Figure 1. Signal wires by layer.
Drawn at 1.5 px/um.
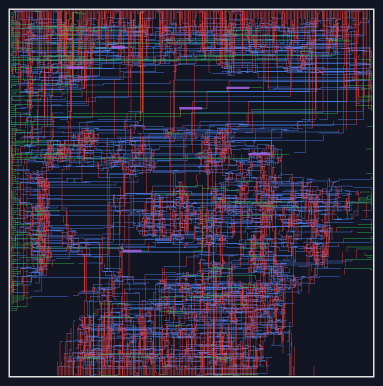
Figure 2. Logic cells by family.
Drawn at 1.5 px/um.
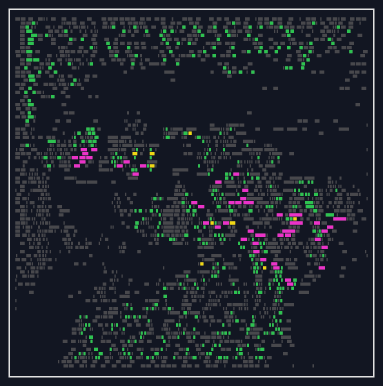
Figure 3. Port wiring.
Drawn at 2 px/um.
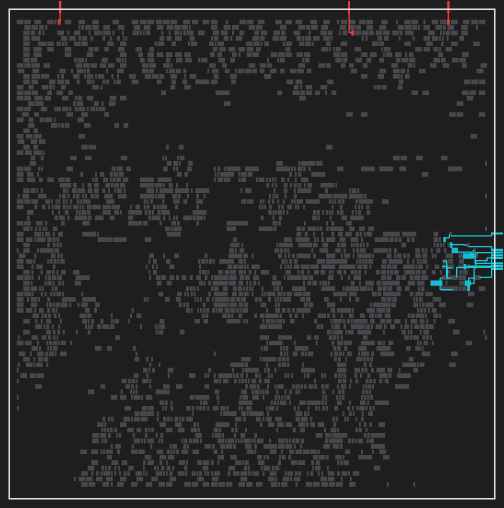
Figure 4. Clock routing.
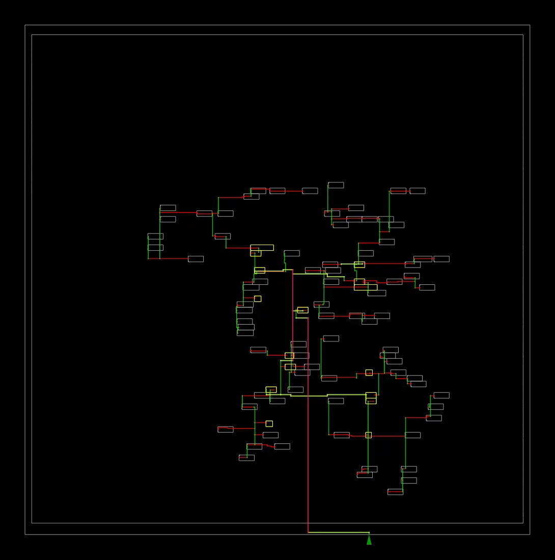
Figure 5. Sequential cells grouped by signal name.
Drawn at 1 px/um.
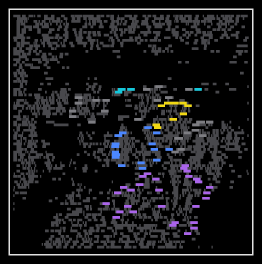
[config.mk]
export PLATFORM = sky130hd
export DESIGN_NAME = acp_dma_writer
export DESIGN_NICKNAME = d
export VERILOG_FILES = /design/src/rtl/acp_dma_pkg.sv /design/src/rtl/acp_dma_writer_rr_arbiter.sv /design/src/rtl/acp_dma_writer.sv
export SDC_FILE = /design/constraint.sdc
export NUM_CORES = 1
export LEC_CHECK = 0
export ABC_AREA = 1
export CORE_AREA = 3 3 239 241
export CTS_BUF_LIST = sky130_fd_sc_hd__clkbuf_8
export DETAILED_ROUTE_END_ITERATION = 8
export DIE_AREA = 0 0 242 244
export PLACE_DENSITY = 0.53
export SETUP_SLACK_MARGIN = 0.02
export SLEW_MARGIN = 25
export SYNTH_ARGS = -nofsm -noshare
export SYNTH_HDL_FRONTEND = slang
export SYNTH_SLANG_ARGS = --single-unit
[constraint.sdc]
create_clock -name clk -period 3.8 [get_ports clk]
set_input_delay 1.14 -clock clk [delete_from_list [all_inputs] [get_ports clk]]
set_output_delay 1.14 -clock clk [all_outputs]
set_load 0.01 [all_outputs]
[src/rtl/acp_dma_pkg.sv]
// rtl/acp_dma_pkg.sv - shared types and constants for the ACP DMA writer
// Purpose: FSM state encoding, AXI burst/response codes, 4KB boundary constant
//          and a beat-size helper used by acp_dma_writer and rr_arbiter.
// Ports:   none (package)
package acp_dma_pkg;

  typedef enum logic [2:0] {
    ST_IDLE,
    ST_ARB,
    ST_AW,
    ST_W,
    ST_B,
    ST_FIN
  } dma_state_t;

  localparam logic [1:0] AXI_BURST_INCR = 2'b01;
  localparam logic [1:0] AXI_RESP_OKAY  = 2'b00;
  localparam int         BOUNDARY_4K    = 4096;

  // log2 of the bytes per beat, i.e. the AWSIZE encoding
  function automatic int beat_shift(input int data_w);
    return $clog2(data_w / 8);
  endfunction

endpackage

[src/rtl/acp_dma_writer_rr_arbiter.sv]
// rtl/acp_dma_writer_rr_arbiter.sv - round-robin channel arbiter
// Purpose: picks the first requesting channel at or after the rotating pointer.
// Ports:   clk, rst_n           clock, synchronous active-low reset
//          req[NUM_CH]          per-channel request
//          en                   advance pointer past the current grant
//          grant[NUM_CH]        one-hot grant (combinational)
//          grant_idx, grant_any encoded grant and "some request present"
module rr_arbiter
  import acp_dma_pkg::*;
#(
  parameter int NUM_CH = 4,
  parameter int IDX_W  = (NUM_CH > 1) ? $clog2(NUM_CH) : 1
) (
  input  logic              clk,
  input  logic              rst_n,
  input  logic [NUM_CH-1:0] req,
  input  logic              en,
  output logic [NUM_CH-1:0] grant,
  output logic [IDX_W-1:0]  grant_idx,
  output logic              grant_any
);

  logic [IDX_W-1:0] ptr;
  logic [IDX_W-1:0] cand;

  // Scan from the farthest offset back toward the pointer so the last hit,
  // which overrides earlier ones, is the channel nearest the pointer.
  always_comb begin
    grant     = '0;
    grant_idx = '0;
    grant_any = 1'b0;
    cand      = '0;
    for (int i = NUM_CH - 1; i >= 0; i--) begin
      cand = IDX_W'((int'(ptr) + i) % NUM_CH);
      if (req[cand]) begin
        grant       = '0;
        grant[cand] = 1'b1;
        grant_idx   = cand;
        grant_any   = 1'b1;
      end
    end
  end

  always_ff @(posedge clk) begin
    if (!rst_n) begin
      ptr <= '0;
    end else if (en && grant_any) begin
      ptr <= (grant_idx == IDX_W'(NUM_CH - 1)) ? '0 : grant_idx + 1'b1;
    end
  end

endmodule

[src/rtl/acp_dma_writer.sv]
// rtl/acp_dma_writer.sv - multi-channel stream-to-memory ACP write engine
// Purpose: arbitrates NUM_CH command/stream channels and issues 4KB-safe INCR
//          write bursts on a 64/32-bit AXI master, one command at a time.
// Ports:   clk, rst_n                          clock, synchronous active-low reset
//          cmd_valid/cmd_ready/cmd_addr/cmd_beats  per-channel command
//          s_tdata/s_tvalid/s_tready            per-channel write stream
//          M_AXI_AW*/M_AXI_W*/M_AXI_B*          AXI write master
//          done, irq                            1-cycle completion pulses
//          err                                  sticky per-channel write error
module acp_dma_writer
  import acp_dma_pkg::*;
#(
  parameter int         NUM_CH      = 4,
  parameter int         DATA_W      = 64,
  parameter int         MAX_BURST   = 16,
  parameter logic [3:0] AWCACHE_VAL = 4'b1111,
  parameter logic [4:0] AWUSER_VAL  = 5'b00001
) (
  input  logic                     clk,
  input  logic                     rst_n,
  input  logic [NUM_CH-1:0]        cmd_valid,
  output logic [NUM_CH-1:0]        cmd_ready,
  input  logic [NUM_CH*32-1:0]     cmd_addr,
  input  logic [NUM_CH*16-1:0]     cmd_beats,
  input  logic [NUM_CH*DATA_W-1:0] s_tdata,
  input  logic [NUM_CH-1:0]        s_tvalid,
  output logic [NUM_CH-1:0]        s_tready,
  output logic [31:0]              M_AXI_AWADDR,
  output logic [7:0]               M_AXI_AWLEN,
  output logic [2:0]               M_AXI_AWSIZE,
  output logic [1:0]               M_AXI_AWBURST,
  output logic [3:0]               M_AXI_AWCACHE,
  output logic [4:0]               M_AXI_AWUSER,
  output logic [2:0]               M_AXI_AWPROT,
  output logic                     M_AXI_AWVALID,
  input  logic                     M_AXI_AWREADY,
  output logic [DATA_W-1:0]        M_AXI_WDATA,
  output logic [DATA_W/8-1:0]      M_AXI_WSTRB,
  output logic                     M_AXI_WLAST,
  output logic                     M_AXI_WVALID,
  input  logic                     M_AXI_WREADY,
  input  logic [1:0]               M_AXI_BRESP,
  input  logic                     M_AXI_BVALID,
  output logic                     M_AXI_BREADY,
  output logic [NUM_CH-1:0]        done,
  output logic [NUM_CH-1:0]        err,
  output logic                     irq
);

  localparam int                SHIFT  = beat_shift(DATA_W);
  localparam int                IDX_W  = (NUM_CH > 1) ? $clog2(NUM_CH) : 1;
  localparam logic [NUM_CH-1:0] CH_ONE = NUM_CH'(1);

  dma_state_t         state;
  logic [IDX_W-1:0]   ch_q;
  logic [31:0]        addr_q;
  logic [15:0]        remaining;
  logic [8:0]         cur_len;
  logic [8:0]         beat_cnt;
  logic               awvalid_q;
  logic               bready_q;
  logic [NUM_CH-1:0]  done_q;
  logic [NUM_CH-1:0]  err_q;
  logic               irq_q;

  logic [31:0]        addr_arr  [NUM_CH];
  logic [15:0]        beats_arr [NUM_CH];
  logic [DATA_W-1:0]  tdata_arr [NUM_CH];

  for (genvar g = 0; g < NUM_CH; g++) begin : g_unpack
    assign addr_arr[g]  = cmd_addr[32*g +: 32];
    assign beats_arr[g] = cmd_beats[16*g +: 16];
    assign tdata_arr[g] = s_tdata[DATA_W*g +: DATA_W];
  end

  logic [NUM_CH-1:0] grant;
  logic [IDX_W-1:0]  grant_idx;
  logic              grant_any;

  rr_arbiter #(
    .NUM_CH (NUM_CH),
    .IDX_W  (IDX_W)
  ) u_arb (
    .clk       (clk),
    .rst_n     (rst_n),
    .req       (cmd_valid),
    .en        (state == ST_ARB),
    .grant     (grant),
    .grant_idx (grant_idx),
    .grant_any (grant_any)
  );

  // Burst length: smallest of beats left, MAX_BURST and beats up to the next
  // 4KB page. addr_q and remaining only move on a B handshake, so this stays
  // stable for the whole AW phase.
  logic [12:0] bytes_to_4k;
  logic [12:0] beats_to_4k;
  logic [16:0] len_c;

  assign bytes_to_4k = 13'(BOUNDARY_4K) - {1'b0, addr_q[11:0]};
  assign beats_to_4k = bytes_to_4k >> SHIFT;

  always_comb begin
    len_c = {1'b0, remaining};
    if (len_c > 17'(MAX_BURST)) len_c = 17'(MAX_BURST);
    if (len_c > {4'b0, beats_to_4k}) len_c = {4'b0, beats_to_4k};
  end

  logic in_w;
  assign in_w = (state == ST_W);

  assign cmd_ready     = (state == ST_ARB) ? grant : '0;

  assign M_AXI_AWADDR  = addr_q;
  assign M_AXI_AWLEN   = 8'(len_c - 17'd1);
  assign M_AXI_AWSIZE  = 3'(SHIFT);
  assign M_AXI_AWBURST = AXI_BURST_INCR;
  assign M_AXI_AWCACHE = AWCACHE_VAL;
  assign M_AXI_AWUSER  = AWUSER_VAL;
  assign M_AXI_AWPROT  = 3'b000;
  assign M_AXI_AWVALID = awvalid_q;

  assign M_AXI_WDATA   = tdata_arr[ch_q];
  assign M_AXI_WSTRB   = '1;
  assign M_AXI_WVALID  = in_w & s_tvalid[ch_q];
  assign M_AXI_WLAST   = in_w && (beat_cnt == cur_len - 9'd1);

  assign M_AXI_BREADY  = bready_q;
  assign done          = done_q;
  assign err           = err_q;
  assign irq           = irq_q;

  always_comb begin
    s_tready = '0;
    if (in_w) s_tready[ch_q] = M_AXI_WREADY;
  end

  always_ff @(posedge clk) begin
    if (!rst_n) begin
      state     <= ST_IDLE;
      ch_q      <= '0;
      addr_q    <= '0;
      remaining <= '0;
      cur_len   <= '0;
      beat_cnt  <= '0;
      awvalid_q <= 1'b0;
      bready_q  <= 1'b0;
      done_q    <= '0;
      err_q     <= '0;
      irq_q     <= 1'b0;
    end else begin
      done_q <= '0;
      irq_q  <= 1'b0;
      case (state)
        ST_IDLE: begin
          if (|cmd_valid) state <= ST_ARB;
        end
        ST_ARB: begin
          // The request may have been withdrawn since IDLE; then just go back.
          if (grant_any) begin
            ch_q             <= grant_idx;
            addr_q           <= addr_arr[grant_idx] & ~32'(DATA_W/8 - 1);
            remaining        <= beats_arr[grant_idx];
            err_q[grant_idx] <= 1'b0;
            if (beats_arr[grant_idx] == 16'd0) begin
              state  <= ST_FIN;
              done_q <= grant;
              irq_q  <= 1'b1;
            end else begin
              state     <= ST_AW;
              awvalid_q <= 1'b1;
            end
          end else begin
            state <= ST_IDLE;
          end
        end
        ST_AW: begin
          if (M_AXI_AWREADY) begin
            awvalid_q <= 1'b0;
            cur_len   <= 9'(len_c);
            beat_cnt  <= '0;
            state     <= ST_W;
          end
        end
        ST_W: begin
          if (M_AXI_WVALID && M_AXI_WREADY) begin
            beat_cnt <= beat_cnt + 9'd1;
            if (M_AXI_WLAST) begin
              state    <= ST_B;
              bready_q <= 1'b1;
            end
          end
        end
        ST_B: begin
          if (M_AXI_BVALID) begin
            bready_q  <= 1'b0;
            addr_q    <= addr_q + (32'(cur_len) << SHIFT);
            remaining <= remaining - {7'b0, cur_len};
            if (M_AXI_BRESP != AXI_RESP_OKAY) begin
              err_q[ch_q] <= 1'b1;
              state       <= ST_FIN;
              done_q      <= CH_ONE << ch_q;
              irq_q       <= 1'b1;
            end else if (remaining == {7'b0, cur_len}) begin
              state  <= ST_FIN;
              done_q <= CH_ONE << ch_q;
              irq_q  <= 1'b1;
            end else begin
              state     <= ST_AW;
              awvalid_q <= 1'b1;
            end
          end
        end
        ST_FIN: begin
          state <= ST_IDLE;
        end
        default: begin
          state <= ST_IDLE;
        end
      endcase
    end
  end

endmodule

==> PnR_summary.wiki <==
== Metrics ==
{| class="wikitable"
! Metric !! Value
|-
| Clk sinks || approximately 80
|-
| Count of warning messages emitted by the tools || about 52
|-
| Count of instantiated cells in the yosys netlist || around 1700
|-
| Combinational fraction of design power || 0.873
|-
| Total of clock buffers placed in the layout || 9
|-
| Library cell contributing the largest single delay on the critical path || a2111o_1
|-
| Final worst path period need || ~4.6 ns
|-
| Achievable clock frequency || 0.216 GHz
|-
| Synthesis area per yosys || 0.00971 mm^2
|-
| Critical R2R Launch || M_AXI_AWADDR[3]$_SDFFE_PN0P_
|-
| Slack of the worst reg-to-reg path || ~0.43 ns
|-
| Total of endpoints with negative setup slack in the final report || 8
|-
| Post-synth seq share || 0.167
|-
| Leak || a little over 8 nW
|-
| Clock network fraction of design power || 0.044
|-
| Final worst-path cycle share || 1.22
|-
| Pin count of the biggest net entering global routing || between 60 and 70
|-
| Switching part of the total power || 0.514
|-
| Total of warnings raised by yosys || 0
|-
| Placed standard-cell area || 0.0176 mm^2
|-
| Violations in the final reports || setup timing
|-
| Non-Filler Instances || between 3000 and 4000
|-
| Number of placed cells counting well taps || 3072
|-
| Clk slew on worst S/H paths || around 0.11 ns
|-
| CP Depth || 19
|-
| Register area || around 0.0016 mm^2
|-
| Launch point of the worst hold path || M_AXI_AWVALID$_SDFFE_PN0P_
|-
| Crit path from || remaining[9]$_SDFFE_PN0P_
|-
| CTS H-tree depth || 3
|-
| Worst setup timing slack at the placement stage || -1.06 ns
|-
| Count of flip-flops with a built-in enable after synthesis || 0
|-
| Count of cells along the worst hold path || 2
|-
| Max cap viols || 0
|-
| Number of instances in the synthesized netlist || approximately 1700
|-
| Worst ir drop on vdd || 498 uV
|-
| Fp util || 0.176
|-
| Required time reported for the critical path endpoint || 2.66 ns
|-
| CP Launch Type || flop
|-
| Part of the total power dissipated in sequential elements || 0.082
|-
| Via count normalized by instance count || roughly 4.4
|-
| Number of hold-repair buffers added at the cts stage || 0
|-
| Worst-case setup margin in the final layout || -0.835 ns
|-
| Arrival @ worst endpoint || 3.49 ns
|-
| Worst setup skew after layout || around 0.026 ns
|-
| Number of buffer and inverter stages on the critical path || 6
|-
| Sum of overflow across all layers after global routing || 0
|-
| Portion of netlist area occupied by mux cells || 0
|-
| Endpoint kind of the worst setup timing path || output port
|-
| Logic depth of the worst register-to-register path || 18
|-
| Number of port buffers || roughly 570
|-
| Hold WS || approximately 0.46 ns
|-
| Result of the run || complete, but fails checks
|-
| Leading post-synthesis cells by cell area || dfxtp_1, nand2_1, inv_1, a22oi_1, nor2_1
|-
| Routed length per placed instance || roughly 19 um
|-
| Core Footprint || between 0.05 and 0.06 mm^2
|-
| Total via count in the routed design || approximately 14000
|-
| MI comb area || 0.00714 mm^2
|-
| Mean instance size in the synthesized netlist || just under 6 um^2
|-
| Non-Clock Buffer Area Fraction || 0.414
|-
| Simple Share, Synth || 0.329
|-
| Number of ports placed on the die boundary || approximately 610
|-
| Share of the final layout cell area in sequential cells || 0.0889
|-
| Wirelength, routed || between 50 and 60 mm
|-
| Start-to-end type of the worst setup path || flop to output port
|-
| Parity-gate share of the synthesized area counting xor and xnor cells || 0.0325
|-
| Global-route wire length before repair || roughly 86 mm
|-
| Most common cell after layout, fill and taps aside || clkdlybuf4s50_1
|-
| Largest class || buffers
|-
| Most frequent cells after synthesis || nand2_1, inv_1, nor2_1
|-
| Vias in the first global route || roughly 13000
|-
| Number of well-tap cells placed || around 750
|-
| Layout net count || between 2000 and 3000
|-
| Most frequently used flop master after synthesis || dfxtp_1
|-
| Total die area || between 0.05 and 0.06 mm^2
|-
| Total GRT Usage || 0.191
|-
| Slew @ Worst Pin || around 0.66 ns
|-
| Distinct cells, synth || about 50
|-
| CTS Root Buffer Type || clkbuf_8
|-
| Maximum fanout count along the critical path || 6
|-
| Weighted congestion at the end of routability-driven global placement || a little over 0.9
|-
| P&R area growth vs syn || 89.5%
|-
| Buffers from clock root to sink, at most || 2
|-
| Flop count || 81
|-
| Max Slew Vio Count || 0
|-
| Most frequent logic cells in the routed design || clkdlybuf4s50_1, nand2_1, buf_4
|-
| Area share of the largest cell type after synthesis || 0.167
|-
| Fraction of layout cells with a size suffix above 1 || 0.152
|-
| NetSw || around 8.8 mW
|-
| Top non-seq family || simple AND/OR/NAND/NOR gates
|}
-- Figure 1 (at the start) --
M4: in orange, wire length 665 um. M3: in green, wire length 4030 um. M2: in red, wire length 26.7 mm. M5: in purple, wire length 68.1 um. M1: in blue, wire length 28.2 mm.

-- Figure 2 (at the start) --
fa/ha/maj cells: in magenta, cells 47, most used ha_1. aoi and oai cells: in green, cells 400, most used a21oi_1. non-inverting ao/oa cells: in yellow, cells 9, where middle.

-- Figure 3 (at the start) --
M_AXI_AWLEN: in cyan, direction output, end cells 8, wire 206 um. M_AXI_AWPROT: in red, direction output, end cells 3, wire 25.0 um.

-- Figure 4 (at the start) --
CTS Buf Count: 9
P_clk: 757 uW
insertion delay at the late pin of the worst-skew pair: 0.37 ns

-- Figure 5 (at the start) --
M_AXI_AWADDR: in purple, flops 29. beat_cnt: in yellow, flops 9. remaining: in blue, flops 16, where middle. done: in cyan, flops 4.

[power groups by stage]
stage	Clock [mW]	Sequential, mW	Combinational (mW)
after floorplan	0	1.40	6.98
after global placement	0	1.39	14.1
after detailed placement	0	1.39	14.2
after CTS	0.783	1.39	14.7
after global routing	0.816	1.44	16.3
final	0.757	1.40	14.9
[registers in the layout, indices dropped and copies added (netlist names), 2 cells and up]
name,count
cur_len,9
state,3
err,4
u_arb.ptr,2
beat_cnt,9
M_AXI_AWADDR,29
done,4
remaining,16
ch_q,2
[per-layer routing]
layer / track usage / up-vias / routed length [um]
met3: 0.0398 / 40 / 4030
met1: 0.273 / 6440 / 28200
met4: 0.0237 / 12 / 665
met2: 0.302 / 445 / 26700
li1: - / 6944 / -
met5: 0 / - / 68
Power figures rest on the tool's default switching activity, not on a simulated workload.
